## config.mk

```make
export PLATFORM = sky130hd
export DESIGN_NAME = circuit_2_settle_timer
export DESIGN_NICKNAME = d
export VERILOG_FILES = /design/src/rtl/circuit_2_settle_timer.sv
export SDC_FILE = /design/constraint.sdc
export NUM_CORES = 1
export LEC_CHECK = 0
export CAP_MARGIN = 20
export CORE_AREA = 2 2 39 41
export CTS_CLUSTER_DIAMETER = 50
export DETAILED_ROUTE_END_ITERATION = 10
export DIE_AREA = 0 0 41 43
export DONT_BUFFER_PORTS = 1
export GPL_TIMING_DRIVEN = 0
export PLACE_DENSITY_LB_ADDON = 0.3
export SETUP_SLACK_MARGIN = 0.3
export SYNTH_ARGS = -nofsm -noshare
export SYNTH_HDL_FRONTEND = slang
export SYNTH_SLANG_ARGS = --single-unit
```

## constraint.sdc

```tcl
create_clock -name clk -period 1.9 [get_ports clk]
set_input_delay 0.38 -clock clk [delete_from_list [all_inputs] [get_ports clk]]
set_output_delay 0.38 -clock clk [all_outputs]
set_load 0.005 [all_outputs]
```

## src/rtl/circuit_2_settle_timer.sv

```systemverilog
// rtl/circuit_2_settle_timer.sv - clearable up-counter flagging the last settle cycle
module circuit_2_settle_timer #(
    parameter int SETTLE_CYCLES = 24,
    parameter int CNT_W         = 8
) (
    input  logic clk,
    input  logic rst,
    input  logic clr,
    input  logic en,
    output logic tc
);

    logic [CNT_W-1:0] cnt_q;
    logic [CNT_W-1:0] cnt_d;

    always_comb begin
        cnt_d = cnt_q;
        if (clr) begin
            cnt_d = '0;
        end else if (en) begin
            cnt_d = cnt_q + 1'b1;
        end
    end

    always_ff @(posedge clk) begin
        if (rst) begin
            cnt_q <= '0;
        end else begin
            cnt_q <= cnt_d;
        end
    end

    assign tc = (cnt_q == CNT_W'(SETTLE_CYCLES - 1));

endmodule

```

==> deck_impl_summary.md, run 1 <==
Key Metrics from the Run

Synthesis
  – Mapped cell area: around 370 um^2
  – Synth flops: 8
  – Distinct lib cells used: 18

Final timing
  – Fin crit share: ~80%
  – Fmax: roughly 670 MHz
  – Least-Margin Pin Slew: 294 ps
  – Final Hold Viols: 0

Pwr
  – P per Cell Area: around 740 nW/um^2

Run status
  – Status: complete, no violations

Global route
  – Largest net degree at the start of global routing: 8
  – Global route total overflow: 0
  – Number of global-route vias before repair: ~300
  – First-pass GRT wire length: approximately 1300 um

Clock network
  – Clk sinks: 8

Layout
  – Top flop regs: cnt_q (8)
  – Most common logic cells in the final layout: nor2_1 (6), dfxtp_1 (6), nand2_1 (4)
  – # nets final: between 50 and 60

Floorplanning
  – Core ar.: 1380 um^2
  – Top-level port count: 5

Placed design
  – Gpl congestion: around 0.72

Route
  – Post-DRT Antenna Nets: 0
## run 1: cell families (layout without fill, tap and decap cells)
group | after synthesis | count (layout) | share of synthesized area, %
AOI/OAI and AO/OA | 6 | 6 | 9.70
xor gates and xnor gates | 4 | 4 | 9.37
adders and majority gates | 2 | 2 | 6.69
buffers and inverters | 2 | 5 | 3.01
DFF | 8 | 8 | 42.8
muxes | 1 | 1 | 2.68
and+or+nand+nor | 19 | 19 | 25.8
## run 1: Yosys cell counts (all sizes together)
cell type / n / area share, %
dfxtp: 8 / 43
nor2: 6 / 6.0
nand2: 4 / 4.0
nand4: 3 / 5.0
xor2: 3 / 7.0
a21oi: 2 / 2.7
ha: 2 / 6.7
nor4: 2 / 3.3
o21ai: 2 / 2.7
or3: 2 / 3.3
buf: 1 / 2.0
clkbuf: 1 / 1.0
mux2i: 1 / 2.7
nand4b: 1 / 2.3
o21a: 1 / 2.0
o31a: 1 / 2.3
or2: 1 / 1.7
xnor2: 1 / 2.3
## run 1: final cells by class
type / instances / area, um^2
fill: 156 / 958
clock buffer: 3 / 22.5
buffer: 2 / 11.3
sequential: 8 / 163
multi-input combinational: 32 / 209
tap: 16 / 20.0
## run 1: through the flow
stage          instances  hold slack, ps  cell area, um^2  setup WS, ps  util, %
2_1_floorplan         42             471              374           655        -
6_report              61             277              425           406     30.7
5_1_grt               61             265              425           315     30.7
4_1_cts               61             274              424           336     30.7
3_3_place_gp          58             494              394           515     28.5
3_5_place_dp          58             495              394           499     28.5
## run 1: worst max-delay path, cell delays in order, from the launching register on
cell	delay [ps]
dfxtp_2	370
ha_1	170
nand4b_1	120
nor4_2	200
## run 1: metal layers
| layer | GRT usage (%) | part of all wire [%] |
|---|---|---|
| met5 | 0 | 0 |
| met4 | 10.0 | 0.92 |
| met3 | 1.57 | 0.76 |
| met2 | 13.4 | 47 |
| met1 | 15.0 | 51 |
## run 1: power groups by stage
stage | combinational, W | sequential, W | clock [W]
global placement | 0.0000124 | 0.000175 | 0
detailed placement | 0.0000123 | 0.000175 | 0
floorplan | 0.0000104 | 0.000175 | 0
finish | 0.0000120 | 0.000172 | 0.000131
CTS | 0.0000123 | 0.000172 | 0.000137
global route | 0.0000140 | 0.000172 | 0.000150
## run 1: timing repair
item | CTS | global route
resized | 2 | 1
setup endpoints to repair | 1 | 1
cloned | 0 | 0
hold buffers | 0 | 0
## run 1: path summary, 6_finish.rpt
check                                            from               endpoint  slack (ps)  cells after the start
worst max register to register  cnt_q[0]$_SDFFE_PP0P_  cnt_q[6]$_SDFFE_PP0P_         640                      4
worst min-delay path                              rst  cnt_q[7]$_SDFFE_PP0P_         280                      2
worst max-delay path            cnt_q[0]$_SDFFE_PP0P_                     tc         410                      3
worst min register to register  cnt_q[6]$_SDFFE_PP0P_  cnt_q[6]$_SDFFE_PP0P_         520                      2
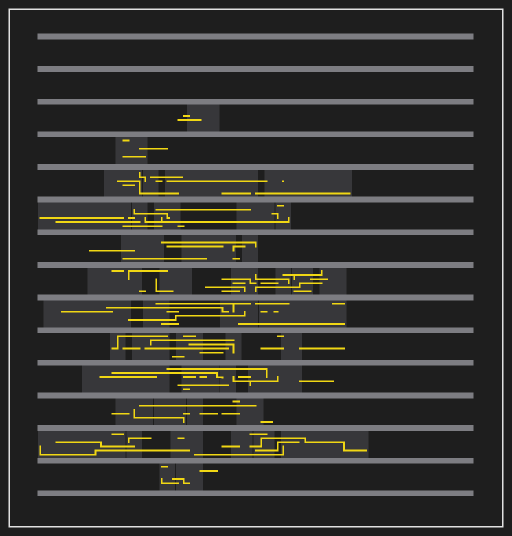
(run_1/m1.png)
Scale: 12 px per um. Supply wires on this layer in gray. Cells faint in the background.
- longest straight run: 12.0 um
- main direction: horizontal
- nets with wire on the layer: 48
- wire length on this layer: 337 um
- share of all routed wire: 51%

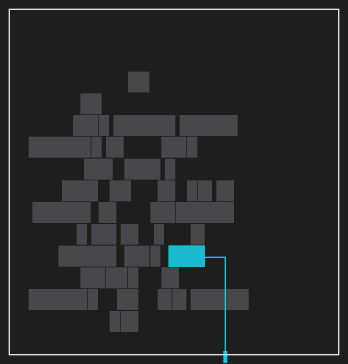
(run_1/port_trees.png)
Scale: 8 px per um.
- cyan: tc (bits 1; direction output; edge south; end cells 1; wire 14.5 um)

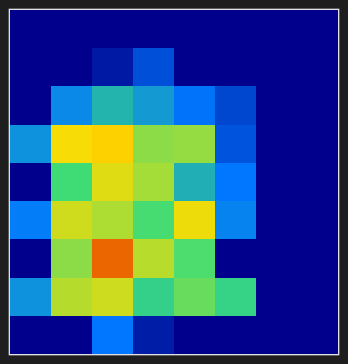
(run_1/util_map.png)
Scale: 8 px per um. The die is cut into 8 by 9 equal tiles; dark blue is low, red is high, 0 to 100% covered.
- mean over tiles: 23%
- tiles over 75% full: 2.8%
- emptiest ninth of the die: north-east
- nearly empty tiles: 50%
- fullest tile: 88%

## Run 2: what changed since run 1
==> constraint.sdc (replaced) <==
create_clock -name clk -period 1.2 [get_ports clk]
set_input_delay 0.24 -clock clk [delete_from_list [all_inputs] [get_ports clk]]
set_output_delay 0.24 -clock clk [all_outputs]
set_load 0.005 [all_outputs]
==> run 2 against run 1 <==
Net effect:
- the flow now finishes with violations (setup timing)
- critical path depth up 2
- routed wire length up 18%
- power up 62%
- combinational power up 130%
- worst hold slack worse by 150 ps
- clock power up 63%
- largest cell class unchanged
==> deck_impl_summary.md, run 2 <==
Key Metrics from the Run

Clock network
  – Post-CTS Hold Buffers: 0 (unchanged)
  – H-tree depth: 1
  – Clk sinks: 8 (unchanged)

Layout
  – Filler cells: 147 (-5.8%)
  – # nets final: 60 (+13%)
  – Largest register FFs: 8
  – Most common logic cells in the final layout: nor2_1 (6), buf_4 (5), dfxtp_2 (4)

Final timing
  – Slew margin rel.: between 70% and 80%
  – Final Hold Viols: 0 (unchanged)
  – Fmax: between 700 and 800 MHz
  – Final setup fails: 3
  – Fin crit share: 106%
  – Hold Worst Slack: 129 ps (-148 ps)
  – Worst setup margin: -71.6 ps (-478 ps)

Global route
  – Largest net degree at the start of global routing: 8 (unchanged)
  – Number of global-route vias before repair: 331 (+11%)
  – Global route total overflow: 0 (unchanged)
  – First-pass GRT wire length: 1250 um (-0.56%)

Floorplanning
  – Top-level port count: 5 (unchanged)
  – Die area: about 1800 um^2

Run status
  – Status: complete, but fails checks
  – Failing checks: setup timing

Synthesis
  – Largest area contributor in the netlist: dfxtp_1
  – Post-synth top flop: dfxtp_1
  – Mapped cell area: 374 um^2 (unchanged)
  – Synth Net Count: between 40 and 50
  – Top area cell types: dfxtp_1 (43%), xor2_1 (7.0%), ha_1 (6.7%)
  – Dominant cell area share: 42.8% (unchanged)
  – Ys async rst share: 0% (unchanged)
  – Cell with the most instances after synthesis: dfxtp_1
  – Top cells by count: dfxtp_1 (8), nor2_1 (6), nand2_1 (4)
  – Synth flops: 8 (unchanged)
  – Flip-flops with a built-in enable: 0 (unchanged)

Worst hold path
  – Hold path start: rst
  – Worst Hold End: cnt_q[7]$_SDFFE_PP0P_

Critical path
  – Worst Path Max Fanout: 4
  – Reg-to-Reg Start: cnt_q[0]$_SDFFE_PP0P_
  – Reg-to-reg critical path endpoint: cnt_q[6]$_SDFFE_PP0P_
  – Cell count of the worst reg-to-reg path: 5 (+1)
  – Worst setup EP type: register
  – Flop2flop setup slack: -70 ps (-710 ps)

Placed design
  – Worst slack, placed: 16.2 ps (-483 ps)
  – Gpl congestion: 0.591 (-18%)
  – Dpl cells: 58 (unchanged)

Route
  – Post-DRT Antenna Nets: 0 (unchanged)

Pwr
  – P per Cell Area: 988 nW/um^2 (+34%)

Job
  – Max Cap Viol: 0
## run 2: cell types whose count changed in the layout (fill, tap and decap cells not counted), sizes merged
cell,before,now
buf,1,8
## run 2: power groups by stage
stage	clock network, W	logic (W)	registers, W
after global placement	0	0.0000206	0.000278
after global routing	0.000228	0.0000314	0.000270
after CTS	0.000216	0.0000278	0.000269
final	0.000213	0.0000281	0.000269
after detailed placement	0	0.0000209	0.000278
after floorplan	0	0.0000176	0.000277
## run 2: cell type report
cell class / instances / area [um^2] / share of cell area (%)
plain buffers: 2 / 15.0 / 2.91
clock buffers: 3 / 22.5 / 4.36
multi-input cells: 32 / 230 / 44.6
flip-flops and latches: 8 / 169 / 32.7
well taps: 16 / 20.0 / 3.87
repair buffers: 7 / 60.1 / 11.6
## run 2: worst max-delay path by stage
stage / startpoint / to / slack (ps) / cells past startpoint
2_1_floorplan: cnt_q[0]$_SDFFE_PP0P_ / cnt_q[6]$_SDFFE_PP0P_ / 100 / 4
3_3_place_gp: cnt_q[0]$_SDFFE_PP0P_ / cnt_q[6]$_SDFFE_PP0P_ / 40 / 4
3_5_place_dp: cnt_q[0]$_SDFFE_PP0P_ / cnt_q[6]$_SDFFE_PP0P_ / 20 / 4
4_1_cts: cnt_q[1]$_SDFFE_PP0P_ / tc / -150 / 3
5_1_grt: cnt_q[0]$_SDFFE_PP0P_ / tc / -140 / 3
6_report: cnt_q[0]$_SDFFE_PP0P_ / cnt_q[6]$_SDFFE_PP0P_ / -70 / 5
## run 2: metal layers
metal | GRT usage, % | wire length (um)
met5 | 0 | 0
met4 | 10.0 | 8
met3 | 1.57 | 11
met2 | 15.9 | 406
met1 | 12.2 | 345
## run 2: logic make-up (layout without fill, tap and decap cells)
family,count (synthesis),after routing,share of synthesized area [%]
AND-OR/OR-AND,6,6,9.70
flip-flops,8,8,42.8
multiplexers,1,1,2.68
buffers and inverters,2,12,3.01
XOR/XNOR,4,4,9.37
adder cells (fa/ha/maj),2,2,6.69
AND/OR/NAND/NOR,19,19,25.8
## run 2: worst max-delay path, stage by stage, from the launching register on
cell	delay [ps]
dfxtp_4	350
buf_4	130
ha_2	160
nand4_1	120
or3_1	330
a21oi_1	120
## run 2: what timing repair did
| action | CTS | global route |
|---|---|---|
| setup buffers | 7 | 0 |
| resized | 6 | 1 |
| pin swaps | 5 | 3 |
| endpoints found under the setup margin | 7 | 8 |
## run 2: metrics by stage
| stage | cell area [um^2] | util, % | power [W] |
|---|---|---|---|
| final | 517 | 37.3 | 0.000510 |
| after global routing | 517 | 37.3 | 0.000529 |
| after detailed placement | 413 | 29.8 | 0.000299 |
| after floorplan | 393 | - | 0.000295 |
| after global placement | 413 | 29.8 | 0.000298 |
| after CTS | 513 | 37.1 | 0.000514 |
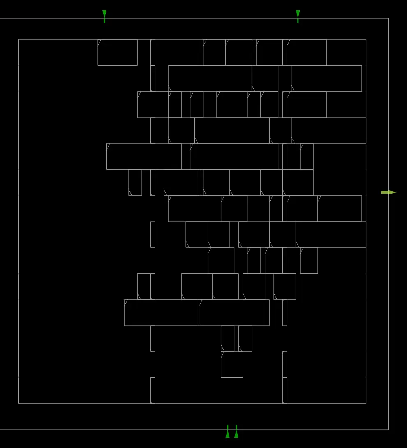
(run_2/placed.png)
final design utilization: 37.3%
fin cells: 68
flop count: 8
row count: 14
Core ar.: 1380 um^2

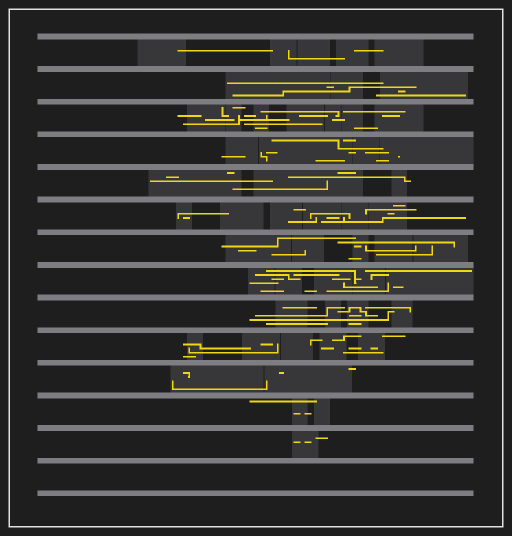
(run_2/m1.png)
Scale: 12 px per um. Supply wires on this layer in gray. Cells faint in the background.
- longest straight run: 12.9 um
- main direction: horizontal
- wire length on this layer: 345 um
- nets with wire on the layer: 51

## Run 3: what changed since run 2
--- a/config.mk
+++ b/config.mk
@@ -5,14 +5,14 @@
 export SDC_FILE = /design/constraint.sdc
 export NUM_CORES = 1
 export LEC_CHECK = 0
-export CAP_MARGIN = 20
+export CAP_MARGIN = 30
 export CORE_AREA = 2 2 39 41
 export CTS_CLUSTER_DIAMETER = 50
 export DETAILED_ROUTE_END_ITERATION = 10
 export DIE_AREA = 0 0 41 43
 export DONT_BUFFER_PORTS = 1
 export GPL_TIMING_DRIVEN = 0
-export PLACE_DENSITY_LB_ADDON = 0.3
+export PLACE_DENSITY = 0.46
 export SETUP_SLACK_MARGIN = 0.3
 export SYNTH_ARGS = -nofsm -noshare
 export SYNTH_HDL_FRONTEND = slang
==> run 3 against run 2 <==
Net effect:
- the run still ends with setup timing left
- non-clock buffer count decreased by 1
- clock-buffer cell count unchanged
- critical path depth unchanged
- cell area fell by 1.2%
- clock power fell by 6%
- synthesized cell count unchanged
- synthesized area unchanged
- clock skew down 1.1 ps
- register-to-register slack is essentially flat
- die area did not move
- final cell count decreased by 1.5%
- setup slack worse by 5.5 ps
- critical path type unchanged
- highest routed layer unchanged
==> deck_impl_summary.md, run 3 <==
Key Metrics from the Run

Run status
  – Status: complete, but fails checks
  – Failing checks: setup timing

Layout
  – # nets final: 59 (-1.7%)
  – Filler cells: 137 (-6.8%)
  – Most common logic cells in the final layout: nor2_1 (6), buf_4 (5), dfxtp_2 (4)
  – Register area: 169 um^2 (unchanged)

Synthesis
  – Top area cell types: dfxtp_1 (43%), xor2_1 (7.0%), ha_1 (6.7%)
  – Top cells by count: dfxtp_1 (8), nor2_1 (6), nand2_1 (4)
  – AO/OA Area Share: 9.70% (unchanged)
  – Flip-flops with a built-in enable: 0 (unchanged)

Critical path
  – Worst Path Max Fanout: 4 (unchanged)
  – Critical Path Max Stage Delay: 350 ps (about the same)
  – Crit path cell chain: buf_4 > ha_2 > nand4_1 > or3_1 > a21oi_1

Clock network
  – Clk sinks: 8 (unchanged)
  – H-tree depth: 1 (unchanged)

Floorplanning
  – Core ar.: 1380 um^2 (unchanged)
  – Top-level port count: 5 (unchanged)

Route
  – Post-DRT Antenna Nets: 0 (unchanged)

Pwr
  – P per Cell Area: 976 nW/um^2 (-1.2%)

Final timing
  – Worst setup margin: -77.0 ps (-5.46 ps)
  – Final setup fails: 3 (unchanged)
run 3: netlist changes by cell type in the layout (fill, tap and decap cells not counted), sizes merged:
cell  delta
buf      -1
run 3: final cells by class:
cell class,count,area share (%)
buffer,2,2.94
timing repair buffer,6,9.56
tap,16,3.92
multi-input combinational,32,46.1
clock buffer,3,4.41
sequential,8,33.1
run 3: routing by layer:
| metal | up-vias | routed length (um) | track usage, % | part of all wire (%) |
|---|---|---|---|---|
| li1 | 172 | - | - | - |
| met1 | 146 | 303 | 11.7 | 43 |
| met2 | 4 | 357 | 12.8 | 51 |
| met3 | 2 | 22 | 6.28 | 3.1 |
| met4 | 0 | 21 | 8.00 | 3.0 |
| met5 | - | 0 | 0 | 0 |
run 3: per-stage QoR:
step                      cells  area, um^2  utilization, %  setup slack [ps]
after floorplan              42         393               -               104
after global routing         67         510            36.9              -170
after detailed placement     58         413            29.8              14.1
final                        67         510            36.9             -77.0
after CTS                    65         483            34.9              -164
after global placement       58         413            29.8              36.4
run 3: kinds of logic after synthesis:
family,after synthesis
XOR/XNOR,4
multiplexers,1
flip-flops,8
adder cells (fa/ha/maj),2
AND-OR/OR-AND,6
buffers and inverters,2
AND/OR/NAND/NOR,19
run 3: final timing paths:
check        slack, ps             startpoint  cells after the start               endpoint
max                -80  cnt_q[1]$_SDFFE_PP0P_                      5  cnt_q[6]$_SDFFE_PP0P_
min                140                    rst                      2  cnt_q[7]$_SDFFE_PP0P_
max reg2reg        -80  cnt_q[1]$_SDFFE_PP0P_                      5  cnt_q[6]$_SDFFE_PP0P_
min reg2reg        520  cnt_q[6]$_SDFFE_PP0P_                      2  cnt_q[6]$_SDFFE_PP0P_
run 3: repair_timing:
action                                  CTS  global route
endpoints found under the setup margin    7             8
pin swaps                                 6             3
resized                                   4             3
buffers inserted                          4             2
hold buffers                              0             0
run 3: report_power, final:
group	internal, W	leakage, nW	switching, W
Sequential	0.000268	0.0673	0.00000245
Clock	0.000114	0.0138	0.0000862
Combinational	0.0000136	0.102	0.0000142
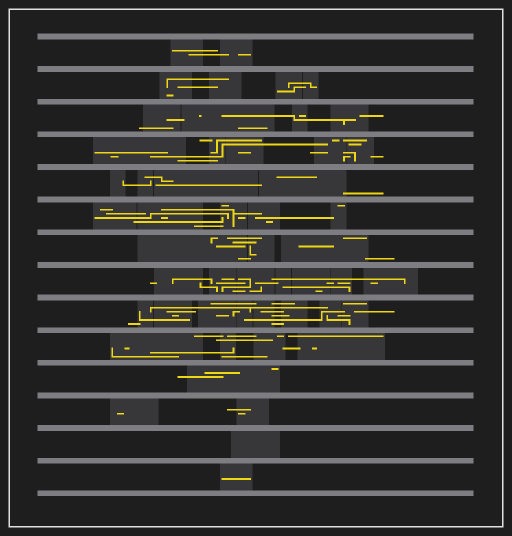
(run_3/m1.png)
Scale: 12 px per um. Supply wires on this layer in gray. Cells faint in the background.
- longest straight run: 14.7 um
- wire length on this layer: 304 um
- main direction: horizontal

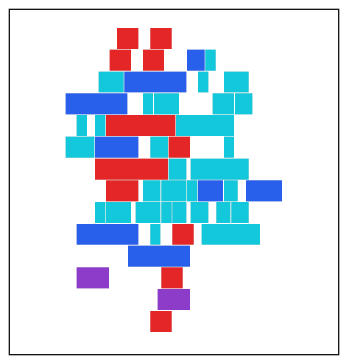
(run_3/sizing.png)
Scale: 8 px per um.
- cyan: x1 and smaller (cells 30; share 59%)
- red: x3 and x4 (cells 11; share 22%)
- purple: x6 and larger (cells 2; share 3.9%)
- blue: x2 (cells 8; share 16%)

Power is estimated from default activity; no workload was simulated.
